File: src/rtl/tb4004_pkg.sv
// Shared definitions for the 4004-style fetch path: cycle codes, opcode constants, fetch state.
// Latency: none (types, constants and a pure function only).
// Backpressure: none; the cycle counter paces every consumer of this package.
package tb4004_pkg;

    // clockReset phase codes, one per clock of the 8-clock instruction cycle
    localparam logic [2:0] CYC_A1 = 3'd0;
    localparam logic [2:0] CYC_A2 = 3'd1;
    localparam logic [2:0] CYC_A3 = 3'd2;
    localparam logic [2:0] CYC_M1 = 3'd3;
    localparam logic [2:0] CYC_M2 = 3'd4;
    localparam logic [2:0] CYC_X1 = 3'd5;
    localparam logic [2:0] CYC_X2 = 3'd6;
    localparam logic [2:0] CYC_X3 = 3'd7;

    // OPR nibbles of the opcodes that carry a second instruction word
    localparam logic [3:0] OPR_JCN     = 4'h1;
    localparam logic [3:0] OPR_FIM_SRC = 4'h2;
    localparam logic [3:0] OPR_JUN     = 4'h4;
    localparam logic [3:0] OPR_JMS     = 4'h5;
    localparam logic [3:0] OPR_ISZ     = 4'h7;

    // FETCH1 collects OPR/OPA of the first word, FETCH2 the second word
    typedef enum logic {
        FETCH1 = 1'b0,
        FETCH2 = 1'b1
    } fetchState_t;

    // True when the opcode needs a second word. OPR 2 is shared by FIM
    // (OPA[0]=0, two words) and SRC (OPA[0]=1, one word).
    function automatic logic isTwoWord(input logic [3:0] opr, input logic [3:0] opa);
        logic result;
        result = 1'b0;
        case (opr)
            OPR_JCN, OPR_JUN, OPR_JMS, OPR_ISZ: result = 1'b1;
            OPR_FIM_SRC:                        result = ~opa[0];
            default:                            result = 1'b0;
        endcase
        return result;
    endfunction

endpackage

File: src/rtl/instr_fetch_latch.sv
// Assembles ROM nibbles into one atomic instruction (opr, opa, 8-bit operand) for the decoder.
// Latency: instrValid pulses for the single clock after the final M2 edge (the X1 cycle).
// Backpressure: none; capture is paced by the cycle code, flush discards a partial fetch.
module instr_fetch_latch
    import tb4004_pkg::*;
#(
    parameter logic [2:0] CYCLE_M1 = CYC_M1,
    parameter logic [2:0] CYCLE_M2 = CYC_M2,
    parameter logic [2:0] CYCLE_X1 = CYC_X1
) (
    input  logic       clk,
    input  logic       rst,
    input  logic [2:0] cycle,
    input  logic [3:0] romData,
    input  logic       flush,
    output logic [3:0] opr,
    output logic [3:0] opa,
    output logic [7:0] operand,
    output logic       twoWord,
    output logic       instrValid,
    output logic       fetchWord2
);

    fetchState_t state;
    fetchState_t stateNext;

    // Holding registers for the instruction being assembled; never visible
    // on the outputs until the whole instruction is complete.
    logic [3:0] oprHold;
    logic [3:0] opaHold;
    logic [3:0] op2Hi;

    logic [3:0] oprHoldNext;
    logic [3:0] opaHoldNext;
    logic [3:0] op2HiNext;

    logic [3:0] oprNext;
    logic [3:0] opaNext;
    logic [7:0] operandNext;
    logic       twoWordNext;
    logic       instrValidNext;
    logic       fetchWord2Next;

    logic       isM1;
    logic       isM2;

    assign isM1 = (cycle == CYCLE_M1);
    assign isM2 = (cycle == CYCLE_M2);

    // Next-state and capture decisions; flush overrides any M1/M2 capture
    always_comb begin
        stateNext      = state;
        oprHoldNext    = oprHold;
        opaHoldNext    = opaHold;
        op2HiNext      = op2Hi;
        oprNext        = opr;
        opaNext        = opa;
        operandNext    = operand;
        twoWordNext    = twoWord;
        fetchWord2Next = fetchWord2;
        instrValidNext = 1'b0;

        if (flush) begin
            // Published outputs are kept; only the partial fetch is dropped.
            stateNext      = FETCH1;
            fetchWord2Next = 1'b0;
            oprHoldNext    = 4'h0;
            opaHoldNext    = 4'h0;
            op2HiNext      = 4'h0;
        end else if (isM1) begin
            if (state == FETCH1) begin
                oprHoldNext = romData;
            end else begin
                op2HiNext = romData;
            end
        end else if (isM2) begin
            if (state == FETCH1) begin
                opaHoldNext = romData;
                if (isTwoWord(oprHold, romData)) begin
                    // Outputs stay frozen until the operand word arrives.
                    stateNext      = FETCH2;
                    fetchWord2Next = 1'b1;
                end else begin
                    oprNext        = oprHold;
                    opaNext        = romData;
                    operandNext    = 8'h00;
                    twoWordNext    = 1'b0;
                    instrValidNext = 1'b1;
                end
            end else begin
                oprNext        = oprHold;
                opaNext        = opaHold;
                operandNext    = {op2Hi, romData};
                twoWordNext    = 1'b1;
                instrValidNext = 1'b1;
                fetchWord2Next = 1'b0;
                stateNext      = FETCH1;
            end
        end
    end

    // State, holding registers and published outputs, all cleared by reset
    always_ff @(posedge clk or posedge rst) begin
        if (rst) begin
            state      <= FETCH1;
            oprHold    <= 4'h0;
            opaHold    <= 4'h0;
            op2Hi      <= 4'h0;
            opr        <= 4'h0;
            opa        <= 4'h0;
            operand    <= 8'h00;
            twoWord    <= 1'b0;
            instrValid <= 1'b0;
            fetchWord2 <= 1'b0;
        end else begin
            state      <= stateNext;
            oprHold    <= oprHoldNext;
            opaHold    <= opaHoldNext;
            op2Hi      <= op2HiNext;
            opr        <= oprNext;
            opa        <= opaNext;
            operand    <= operandNext;
            twoWord    <= twoWordNext;
            instrValid <= instrValidNext;
            fetchWord2 <= fetchWord2Next;
        end
    end

    // The completion strobe can only ever be seen during the X1 slot
    strobeInX1 : assert property (@(posedge clk) disable iff (rst)
        instrValid |-> (cycle == CYCLE_X1));

endmodule
File: config.mk
export PLATFORM = sky130hd
export DESIGN_NAME = instr_fetch_latch
export DESIGN_NICKNAME = d
export VERILOG_FILES = /design/src/rtl/tb4004_pkg.sv /design/src/rtl/instr_fetch_latch.sv
export SDC_FILE = /design/constraint.sdc
export NUM_CORES = 1
export LEC_CHECK = 0
export CORE_ASPECT_RATIO = 0.5
export CORE_MARGIN = 2
export CORE_UTILIZATION = 54
export DETAILED_ROUTE_END_ITERATION = 8
export HOLD_SLACK_MARGIN = 0.08
export PLACE_DENSITY = 0.79
export SLEW_MARGIN = 15
export SYNTH_ARGS = -nofsm -noshare
export SYNTH_HDL_FRONTEND = slang
export SYNTH_SLANG_ARGS = --single-unit
File: constraint.sdc
create_clock -name clk -period 5.53 [get_ports clk]
set_clock_uncertainty 0.2 [all_clocks]
set_input_delay 1.106 -clock clk [delete_from_list [all_inputs] [get_ports clk]]
set_output_delay 1.106 -clock clk [all_outputs]
set_load 0.05 [all_outputs]
==> run_1/placement_by_type.png <==
Scale: 6 px per um.
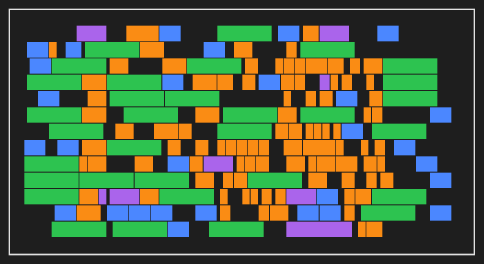
blue -> other buffers and delay cells  # cells 29, share of their area 16%
green -> flops  # cells 32, share of their area 44%
purple -> clock drivers and dummy loads  # cells 8, share of their area 5.9%
orange -> combinational and other logic  # cells 93, share of their area 34%
Non-Filler Cell Area, Final: 1860 um^2
Core Region: 2570 um^2
fin util: 0.724
sequential share of cell area: 0.430
FP Rows: 13

==> run_1/clk_routes.png <==
Scale: 6 px per um.
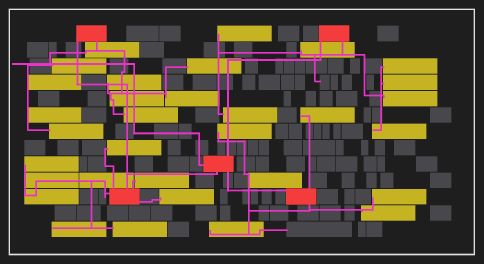
yellow -> flip-flops  # count 32
magenta -> clock wires  # length 445 um
red -> clock drivers  # count 5
routed clock nets = 6

==> run_1/io_fan.png <==
Scale: 4 px per um.
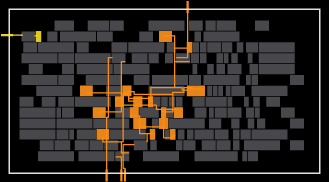
yellow -> rst  # direction input, edge left, end cells 1, buffers 1, wire 3.30 um
orange -> romData  # direction input, edge 3 bottom, 1 top, end cells 18, buffers 4, wire 235 um
# IOs: 29
PortBufs: 28

==> run_1/placement.png <==
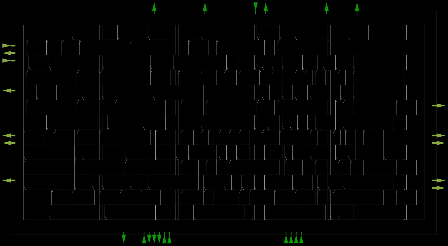
final cell count without fillers: 199
total number of sequential cells: 32

run 1: logic make-up (layout without fill, tap and decap cells):
kind of cell | count (synthesis) | count (layout) | share of synthesized area
multiplexers | 10 | 10 | 0.0803
AND/OR/NAND/NOR | 42 | 42 | 0.157
flip-flops | 32 | 32 | 0.553
AND-OR/OR-AND | 37 | 37 | 0.179
buffers and inverters | 9 | 41 | 0.0311
run 1: stage by stage:
stage | hold WS, ns | utilization | cells | instance area [um^2] | worst slack [ns]
final | 0.287 | 0.724 | 199 | 1860 | 2.02
after global routing | 0.314 | 0.724 | 199 | 1860 | 1.89
after CTS | 0.289 | 0.724 | 199 | 1860 | 2.07
after detailed placement | 0.274 | 0.682 | 191 | 1750 | 1.76
after global placement | 0.272 | 0.682 | 191 | 1750 | 1.87
after floorplan | 0.253 | - | 130 | 1450 | 2.84
run 1: final cells by class:
class	count	area, um^2
Clock buffer	6	72.6
Clock inverter	2	35.0
Fill cell	201	709
Inverter	4	15.0
Multi-Input combinational cell	89	603
Sequential cell	32	801
Tap cell	37	46.3
Timing Repair Buffer	29	288
run 1: layout by cell type, fill, tap and decap left out:
cell type	n
a211o_2	1
a211oi_1	2
a21o_1	1
a21o_4	1
a21oi_1	9
a22o_1	9
a31oi_1	2
a32oi_1	4
and3_1	4
buf_4	1
bufinv_16	1
clkbuf_1	1
clkbuf_8	5
clkdlybuf4s50_1	28
clkinv_1	1
clkinv_2	1
dfrtp_1	32
inv_1	3
mux2_2	9
mux2_4	1
nand2_1	11
nand2b_1	1
nand3_1	5
nand4_1	4
nor2_1	6
nor2b_1	5
nor3b_1	2
nor4b_1	2
o21ai_0	8
or3b_2	1
or4b_1	1
run 1: final timing paths:
path	startpoint	to	depth (start not counted)
worst max-delay path	flush	opa[2]	5
worst min-delay path	twoWord	twoWord	1
worst max register to register	oprHold[0]	opr[2]	4
worst min register to register	twoWord	twoWord	1
max in group asynchronous	rst	oprHold[3]	3
min in group asynchronous	rst	opr[1]	3
run 1: state kept, by name, summed over array words and instances (netlist names):
register and flops:
oprHold 4, op2Hi 4, twoWord 1, fetchWord2 1, opaHold 4, state 1
instrValid 1, operand 8, opr 4, opa 4
run 1: power breakdown:
part | internal [W] | total [W] | switching (W)
Sequential | 0.000257 | 0.000275 | 0.0000177
Combinational | 0.0000601 | 0.000162 | 0.000102
Clock | 0.000134 | 0.000222 | 0.0000886
run 1: critical path, stage by stage:
cell	delay, ns
clkdlybuf4s50_1	0.63
or4b_1	0.74
nor2_1	0.75
a32oi_1	0.15
nand3_1	0.14
run 1: layer usage:
| metal | part of all wire | up-vias |
|---|---|---|
| met5 | 0 | - |
| met3 | 0.068 | 7 |
| li1 | - | 544 |
| met2 | 0.45 | 51 |
| met1 | 0.47 | 575 |
| met4 | 0.012 | 0 |
==> impl_metrics.env, run 1 <==
# physical design summary
export IMPL_dr_first_iter_drc_count=94
export IMPL_drv_cap=0
export IMPL_drc=0
export IMPL_yosysCellCount=130
export IMPL_cts_sinks=32
export IMPL_yosysTopAreaCell="dfrtp_1"
export IMPL_gr_total_overflow=0
export IMPL_grt_pass1_wl_um=5090
export IMPL_max_freq_mhz=285
export IMPL_max_vdd_ir_drop_uv=259
export IMPL_netlist_area_um2=1450
export IMPL_synth_area_per_cell_um2=11.1
export IMPL_cts_root_buffer="clkbuf_8"
export IMPL_vias_per_cell=5.91
export IMPL_vias=1177
export IMPL_status="completed"
export IMPL_power_w=0.000660
export IMPL_synth_main_ff_cell="dfrtp_1"
export IMPL_fin_crit_ns=3.51
export IMPL_h_tree_depth=2
export IMPL_postCtsSetupBuffers=0
export IMPL_grt_busiest_layer="met2"
export IMPL_clockBufferDepth=2
export IMPL_rsz0062_at_grt="false"
export IMPL_yosysUniqueCellTypes=29
export IMPL_top_cells_by_count="dfrtp_1 (32), nand2_1 (11), a21oi_1 (9), a22o_1 (9), mux2_2 (9)"
export IMPL_num_antenna_cells=0
export IMPL_drt_first_pass_iters=4
export IMPL_synthCells=130
export IMPL_met2_usage=0.354
export IMPL_slew_viol_final=0
export IMPL_cts_made_buffers=5
export IMPL_drive_gt1_frac=0.130
export IMPL_avgRoutedWirePerCell_um=16.5
export IMPL_initial_core_util=0.564
export IMPL_area_leaders="dfrtp_1 (55%), mux2_2 (7.0%), a22o_1 (5.4%)"
export IMPL_power_density_nw_per_um2=354
export IMPL_crit_fanout=14
export IMPL_required_ns=5.55
export IMPL_finalSetupTns_ns=0
export IMPL_clk_pin_slew_ns=0.07
export IMPL_fin_crit_sh=0.634
export IMPL_hold_viol_final=0
export IMPL_grt_max_degree=33
export IMPL_hpwl_um=2250
export IMPL_worstSetupEndpointType="register"
export IMPL_seq_area_frac_synth=0.553
export IMPL_insertion_delay_ns=0.29
export IMPL_syn2layout_area_growth_pct=28.4
export IMPL_routed_wl_um=3280
export IMPL_dieArea_um2=3140
export IMPL_ant_nets=0
export IMPL_hold_class="reg2reg"
export IMPL_relSlewSlack=0.240
export IMPL_grtUsageMet3=0.0969
export IMPL_ys_flops=32
export IMPL_yosysWarnings=0
export IMPL_gp_congestion=0.861
export IMPL_tool_warnings=26
export IMPL_finalNetCount=171
export IMPL_cts_tree="done"
export IMPL_die_x_um=77.3
export IMPL_synth_top_area_share=0.553
export IMPL_grt_util_met1=0.308
export IMPL_setup_viol=0
export IMPL_worst_setup_path_type="in2reg"
export IMPL_cts_resized=0
export IMPL_edf_count=0
export IMPL_antenna_found_initial=0
export IMPL_syn_num_nets=140
export IMPL_leakage_nw=0.831
export IMPL_synth_chip_area_um2=1450
export IMPL_track_usage=0.232
export IMPL_die_y_um=40.6
export IMPL_tightest_slew_ns=1.12
export IMPL_first_global_vias=987
export IMPL_arrival_ns=3.53
export IMPL_most_common_cell="dfrtp_1"
export IMPL_cts_hold_buf=0
export IMPL_r2r_slack_ns=3.21
export IMPL_synth_async_reset_ratio=1.00
export IMPL_startpoint_type="input port"
==> run_1/layer_met1.png <==
Scale: 8 px per um. Supply wires on this layer in grey. Cells faint in the background.
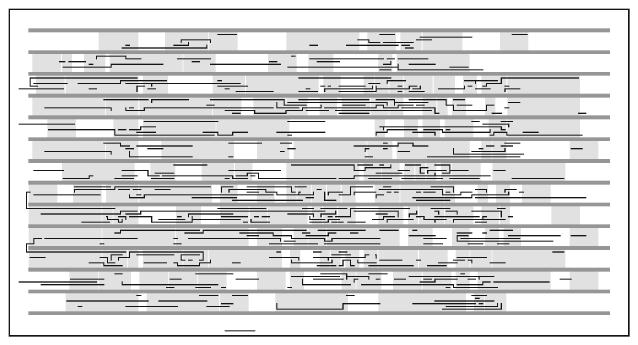

## Run 2: what changed since run 1
Settings changed: CORE_UTILIZATION 54 to 45, PLACE_DENSITY 0.79 to 0.7.
Clock period 5.53 ns to 3.1 ns, I/O delays scaled along.
==> run_2/layer_met1.png <==
Scale: 8 px per um. Supply wires on this layer in grey. Cells faint in the background.
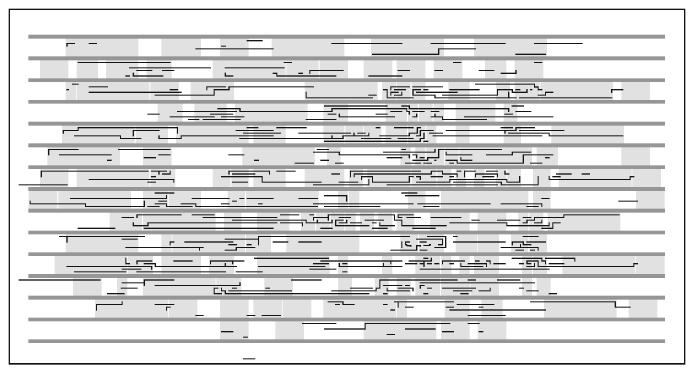
wire length on this layer = 1550 um
share of all routed wire = 49%
longest straight run = 18.9 um
main direction = horizontal

==> run_2/clk_routes.png <==
Scale: 6 px per um.
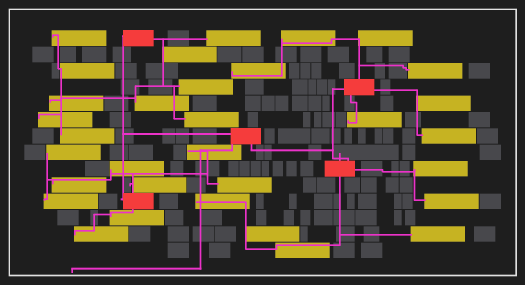
Clk pwr share: 0.337
Clk power: 0.000395 W
worst skew pair latency: 0.28 ns

==> impl_metrics.env, run 2 <==
# physical design summary
export IMPL_fin_crit_ns=2.45
export IMPL_clk_pin_slew_ns=0.07
export IMPL_cp_cell_sequence="clkdlybuf4s50_1 -> nor4b_1 -> a211o_2 -> a21o_4 -> mux2_2"
export IMPL_cts_hold_buf=0
export IMPL_arrival_ns=2.42
export IMPL_required_ns=3.07
export IMPL_dr_first_iter_drc_count=84
export IMPL_leakage_nw=0.852
export IMPL_initial_core_util=0.478
export IMPL_tightest_slew_ns=0.513
export IMPL_grt_pass1_wl_um=5330
export IMPL_fa_ha_area_frac=0
export IMPL_track_usage=0.192
export IMPL_max_freq_mhz=408
export IMPL_tool_warnings=26
export IMPL_worst_setup_path_type="in2reg"
export IMPL_most_common_cell="dfrtp_1"
export IMPL_dieArea_um2=3720
export IMPL_finalSetupTns_ns=0
export IMPL_h_tree_depth=2
export IMPL_io_pins=29
export IMPL_cts_resized=0
export IMPL_hold_class="reg2reg"
export IMPL_mi_logic_area_um2=603
export IMPL_ys_flops=32
export IMPL_grt_max_degree=33
export IMPL_seq_area_um2=801
export IMPL_n_fill_cell=259
export IMPL_ys_sh_xor=0
export IMPL_yosysTopAreaCell="dfrtp_1"
export IMPL_cts_sinks=32
export IMPL_ant_nets=0
export IMPL_startpoint="romData[0]"
export IMPL_hpwl_um=2260
export IMPL_io_buffers=28
export IMPL_drive_gt1_frac=0.151
export IMPL_netlist_area_um2=1450
export IMPL_first_global_vias=1092
export IMPL_synth_main_ff_cell="dfrtp_1"
export IMPL_synthCells=130
export IMPL_path_depth=5
export IMPL_max_vdd_ir_drop_uv=323
export IMPL_drt_first_pass_iters=7
export IMPL_yosysWarnings=0
export IMPL_r2r_end="opr[2]"
export IMPL_ys_sh_simple=0.157
export IMPL_finalNetCount=175
export IMPL_die_y_um=44.1
export IMPL_synth_async_reset_ratio=1.00
export IMPL_crit_buf_inv=1
export IMPL_synthMuxAreaShare=0.0803
export IMPL_largest_register="operand"
export IMPL_area_leaders="dfrtp_1 (55%), mux2_2 (7.0%), a22o_1 (5.4%)"
export IMPL_antenna_found_initial=0
export IMPL_yosysCellCount=130
export IMPL_synth_chip_area_um2=1450
export IMPL_gp_congestion=0.837
export IMPL_drc=0
export IMPL_lay_top_count="dfrtp_1"
export IMPL_synth_area_per_cell_um2=11.1
export IMPL_startpoint_type="input port"
export IMPL_worstSetupEndpointType="register"
export IMPL_lay_top_cells="dfrtp_1 (32), clkdlybuf4s50_1 (28), nand2_1 (11)"
export IMPL_routed_wl_um=3160
export IMPL_synth_top_area_share=0.553
export IMPL_reg2regPathDepth=4
export IMPL_crit_fanout=11
export IMPL_relSlewSlack=0.657
export IMPL_crit_path_top_delay_cell="clkdlybuf4s50_1"
export IMPL_core_um2=3030
export IMPL_worstSetupEndpoint="opr[2]"
export IMPL_cts_made_buffers=5
export IMPL_setup_slack_ns=0.651
export IMPL_r2r_slack_ns=1.04
export IMPL_avgRoutedWirePerCell_um=15.3
export IMPL_yosys_area_share_aoi=0.179
export IMPL_seq_area_frac_synth=0.553
export IMPL_fin_crit_sh=0.790
export IMPL_vias_per_cell=5.71
export IMPL_status="completed"
-- run 2: cell families (layout without fill, tap and decap cells) --
| group | count (synthesis) | in the layout |
|---|---|---|
| compound gates | 37 | 37 |
| buf+inv | 9 | 45 |
| flops | 32 | 32 |
| mux | 10 | 10 |
| simple gates | 42 | 42 |
-- run 2: metrics by stage --
| step | std cells | area, um^2 | power [W] | hold slack [ns] | util |
|---|---|---|---|---|---|
| floorplan | 130 | 1450 | 0.000685 | 0.253 | - |
| global placement | 198 | 1790 | 0.000783 | 0.263 | 0.590 |
| detailed placement | 198 | 1790 | 0.000787 | 0.266 | 0.590 |
| CTS | 206 | 1890 | 0.00118 | 0.281 | 0.625 |
| global route | 206 | 1890 | 0.00123 | 0.301 | 0.625 |
| finish | 206 | 1890 | 0.00117 | 0.276 | 0.625 |
-- run 2: worst min-delay path by stage --
stage | start | end | slack (ns) | cells after the start
2_1_floorplan | opaHold[0] | opa[0] | 0.25 | 2
3_3_place_gp | twoWord | twoWord | 0.26 | 1
3_5_place_dp | twoWord | twoWord | 0.27 | 1
4_1_cts | twoWord | twoWord | 0.28 | 1
5_1_grt | twoWord | twoWord | 0.30 | 1
6_report | twoWord | twoWord | 0.28 | 1
-- run 2: power breakdown --
| part | total [W] | switching [W] | internal (W) |
|---|---|---|---|
| clock | 0.000395 | 0.000157 | 0.000238 |
| combinational | 0.000289 | 0.000179 | 0.000109 |
| sequential | 0.000489 | 0.0000301 | 0.000459 |
| total | 0.00117 | 0.000367 | 0.000806 |
-- run 2: worst register-to-register path, cell delays in order, from the launching register on --
cell	delay [ns]
dfrtp_1	0.45
nor4b_1	0.48
a211o_2	0.26
a21o_4	0.22
mux2_2	0.34
-- run 2: routing by layer --
layer	global-route usage	routed length, um
met5	0	0
met4	0.0871	57
met3	0.0597	180
met2	0.278	1380
met1	0.269	1550
-- run 2: final cells by class --
cell class | count | area share
well taps | 40 | 0.0264
clock buffers | 6 | 0.0383
repair buffers | 33 | 0.168
clock inverters | 2 | 0.0185
inverters | 4 | 0.00793
multi-input cells | 89 | 0.318
flip-flops and latches | 32 | 0.423
==> run_2/io_fan.png <==
Scale: 4 px per um.
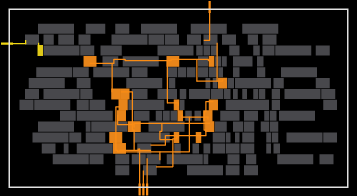

## Run 3: what changed since run 2
Clock period 3.1 ns to 2 ns, I/O delays scaled along.
==> run_3/io_fan.png <==
Scale: 4 px per um.
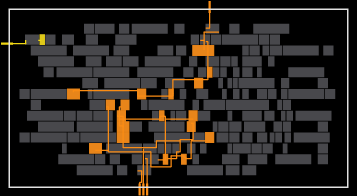
yellow -> rst  # direction input, edge left, end cells 1, buffers 1, wire 4.90 um
orange -> romData  # direction input, edge 3 bottom, 1 top, end cells 18, buffers 5, wire 217 um

==> run_3/placement_by_type.png <==
Scale: 6 px per um.
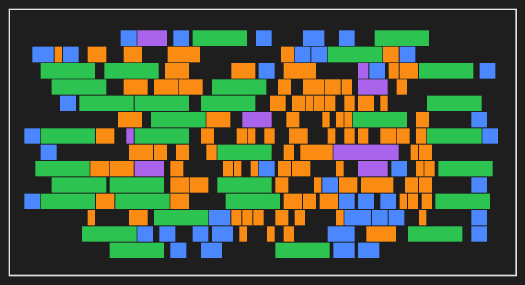
orange -> combinational and other logic  # cells 94, share of their area 34%
purple -> clock drivers and dummy loads  # cells 8, share of their area 5.7%
green -> flops  # cells 32, share of their area 42%
blue -> other buffers and delay cells  # cells 41, share of their area 18%

==> impl_metrics.env, run 3 <==
# physical design summary
export IMPL_relSlewSlack=0.735
export IMPL_die_x_um=84.2
export IMPL_cts_sinks=32
export IMPL_io_pins=29
export IMPL_crit_fanout=6
export IMPL_cts_hold_buf=0
export IMPL_std_cell_rows=14
export IMPL_ys_flops=32
export IMPL_clk_pin_slew_ns=0.07
export IMPL_r2r_end="opr[1]"
export IMPL_layout_cells_non_filler=215
export IMPL_ant_nets=0
export IMPL_avgRoutedWirePerCell_um=15.7
export IMPL_synth_area_per_cell_um2=11.1
export IMPL_max_freq_mhz=508
export IMPL_largest_register="operand"
export IMPL_required_ns=1.97
export IMPL_r2r_start="oprHold[2]"
export IMPL_largest_reg_flops=8
export IMPL_setup_slack_ns=0.0302
export IMPL_rsz0062_at_grt="false"
export IMPL_yosysCellCount=130
export IMPL_arrival_ns=1.94
export IMPL_cts_root_buffer="clkbuf_8"
export IMPL_gr_total_overflow=0
export IMPL_syn_num_nets=140
export IMPL_h_tree_depth=2
export IMPL_min_path_cells=1
export IMPL_reg2regPathDepth=4
export IMPL_setup_viol=0
export IMPL_grt_max_degree=33
export IMPL_holdPathEnd="twoWord"
export IMPL_hold_class="reg2reg"
export IMPL_drc=0
export IMPL_max_vdd_ir_drop_uv=474
export IMPL_lay_top_cells="dfrtp_1 (32), buf_4 (32), nand2_1 (11)"
export IMPL_die_y_um=44.1
export IMPL_postCtsSetupBuffers=0
export IMPL_yosysWarnings=0
export IMPL_initial_core_util=0.478
export IMPL_hpwl_um=2310
export IMPL_insertion_delay_ns=0.28
export IMPL_dr_first_iter_drc_count=85
export IMPL_startpoint_type="input port"
export IMPL_dieArea_um2=3720
export IMPL_seq_area_frac_synth=0.553
export IMPL_routed_wl_um=3380
export IMPL_most_common_cell="dfrtp_1"
export IMPL_cts_tree="done"
export IMPL_core_um2=3030
export IMPL_track_usage=0.197
export IMPL_edf_count=0
export IMPL_leakage_nw=0.943
export IMPL_grt_pass1_wl_um=5440
export IMPL_status="completed"
export IMPL_synth_main_ff_cell="dfrtp_1"
export IMPL_fin_crit_ns=1.97
export IMPL_antenna_found_initial=0
export IMPL_r2r_slack_ns=0.11
export IMPL_tool_warnings=26
export IMPL_worst_setup_path_type="in2reg"
export IMPL_area_leaders="dfrtp_1 (55%), mux2_2 (7.0%), a22o_1 (5.4%)"
export IMPL_syn2layout_area_growth_pct=33.9
export IMPL_dp_cells=206
export IMPL_yosysUniqueCellTypes=29
export IMPL_clockBufferDepth=2
export IMPL_fin_area_um2=1940
export IMPL_yosysTopAreaCell="dfrtp_1"
export IMPL_finalNetCount=184
export IMPL_drive_gt1_frac=0.326
export IMPL_placed_cell_area_um2=1800
export IMPL_top_cells_by_count="dfrtp_1 (32), nand2_1 (11), a21oi_1 (9), a22o_1 (9), mux2_2 (9)"
export IMPL_netlist_area_um2=1450
export IMPL_synth_async_reset_ratio=1.00
export IMPL_power_density_nw_per_um2=943
export IMPL_io_buffers=28
export IMPL_drv_cap=0
export IMPL_post_place_ws_ns=-0.357
export IMPL_num_antenna_cells=0
export IMPL_vias=1193
export IMPL_synthCells=130
export IMPL_fin_crit_sh=0.985
export IMPL_worstSetupEndpointType="register"
export IMPL_gp_congestion=0.792
export IMPL_min_delay_start="twoWord"
export IMPL_drt_first_pass_iters=4
export IMPL_hold_viol_final=0
export IMPL_synth_chip_area_um2=1450
export IMPL_first_global_vias=1107
export IMPL_slew_viol_final=0
export IMPL_vias_per_cell=5.55
export IMPL_tightest_slew_ns=0.397
export IMPL_cts_made_buffers=5
export IMPL_synth_top_area_share=0.553
==> run 3: layout make-up <==
class,instances,area (um^2)
fillers,263,1090
flip-flops and latches,32,801
multi-input cells,90,631
repair buffers,41,335
clock buffers,6,72.6
well taps,40,50.0
clock inverters,2,35.0
inverters,4,15.0
==> run 3: how the worst max path moves through the flow <==
stage                    start  endpoint  slack, ns  depth (start not counted)
global route          cycle[1]    opr[1]       0.02                          4
detailed placement       flush    opr[1]      -0.36                          4
floorplan           oprHold[0]    opr[1]       0.01                          5
finish                cycle[1]    opr[1]       0.03                          4
global placement         flush    opr[1]      -0.33                          4
CTS                   cycle[2]    opr[1]      0.002                          4
==> run 3: report_power, final <==
part	internal [W]	switching (W)
registers	0.000711	0.0000466
clock network	0.000370	0.000246
logic	0.000167	0.000290
==> run 3: metrics by stage <==
stage / setup TNS (ns) / power (W) / util / hold slack (ns)
floorplan: 0 / 0.00106 / - / 0.253
global placement: -5.43 / 0.00121 / 0.594 / 0.265
detailed placement: -6.04 / 0.00122 / 0.594 / 0.268
CTS: 0 / 0.00184 / 0.631 / 0.283
global route: 0 / 0.00190 / 0.640 / 0.309
finish: 0 / 0.00183 / 0.640 / 0.279
==> run 3: kinds of logic (layout without fill, tap and decap cells) <==
logic type      after synthesis  count (layout)  synth area share
flops                        32              32             0.553
buf+inv                       9              53            0.0311
mux                          10              10            0.0803
simple gates                 42              42             0.157
compound gates               37              38             0.179
==> run 3: critical path, cell delays in order <==
cell and delay, ns:
clkdlybuf4s50_1 0.42, or4b_4 0.57, a21o_4 0.25, mux2_4 0.29
==> run 3: routing by layer <==
metal	wire length [um]	GRT usage	up-vias
met1	1690	0.287	574
met5	0	0	-
met4	29	0.0774	0
li1	-	-	574
met2	1450	0.284	40
met3	201	0.0522	5
==> run 3: timing repair <==
item,in CTS,in global routing
resized,2,4
pin swaps,0,1
endpoints found under the setup margin,3,4
cloned,0,1
Power is estimated from default activity; no workload was simulated.
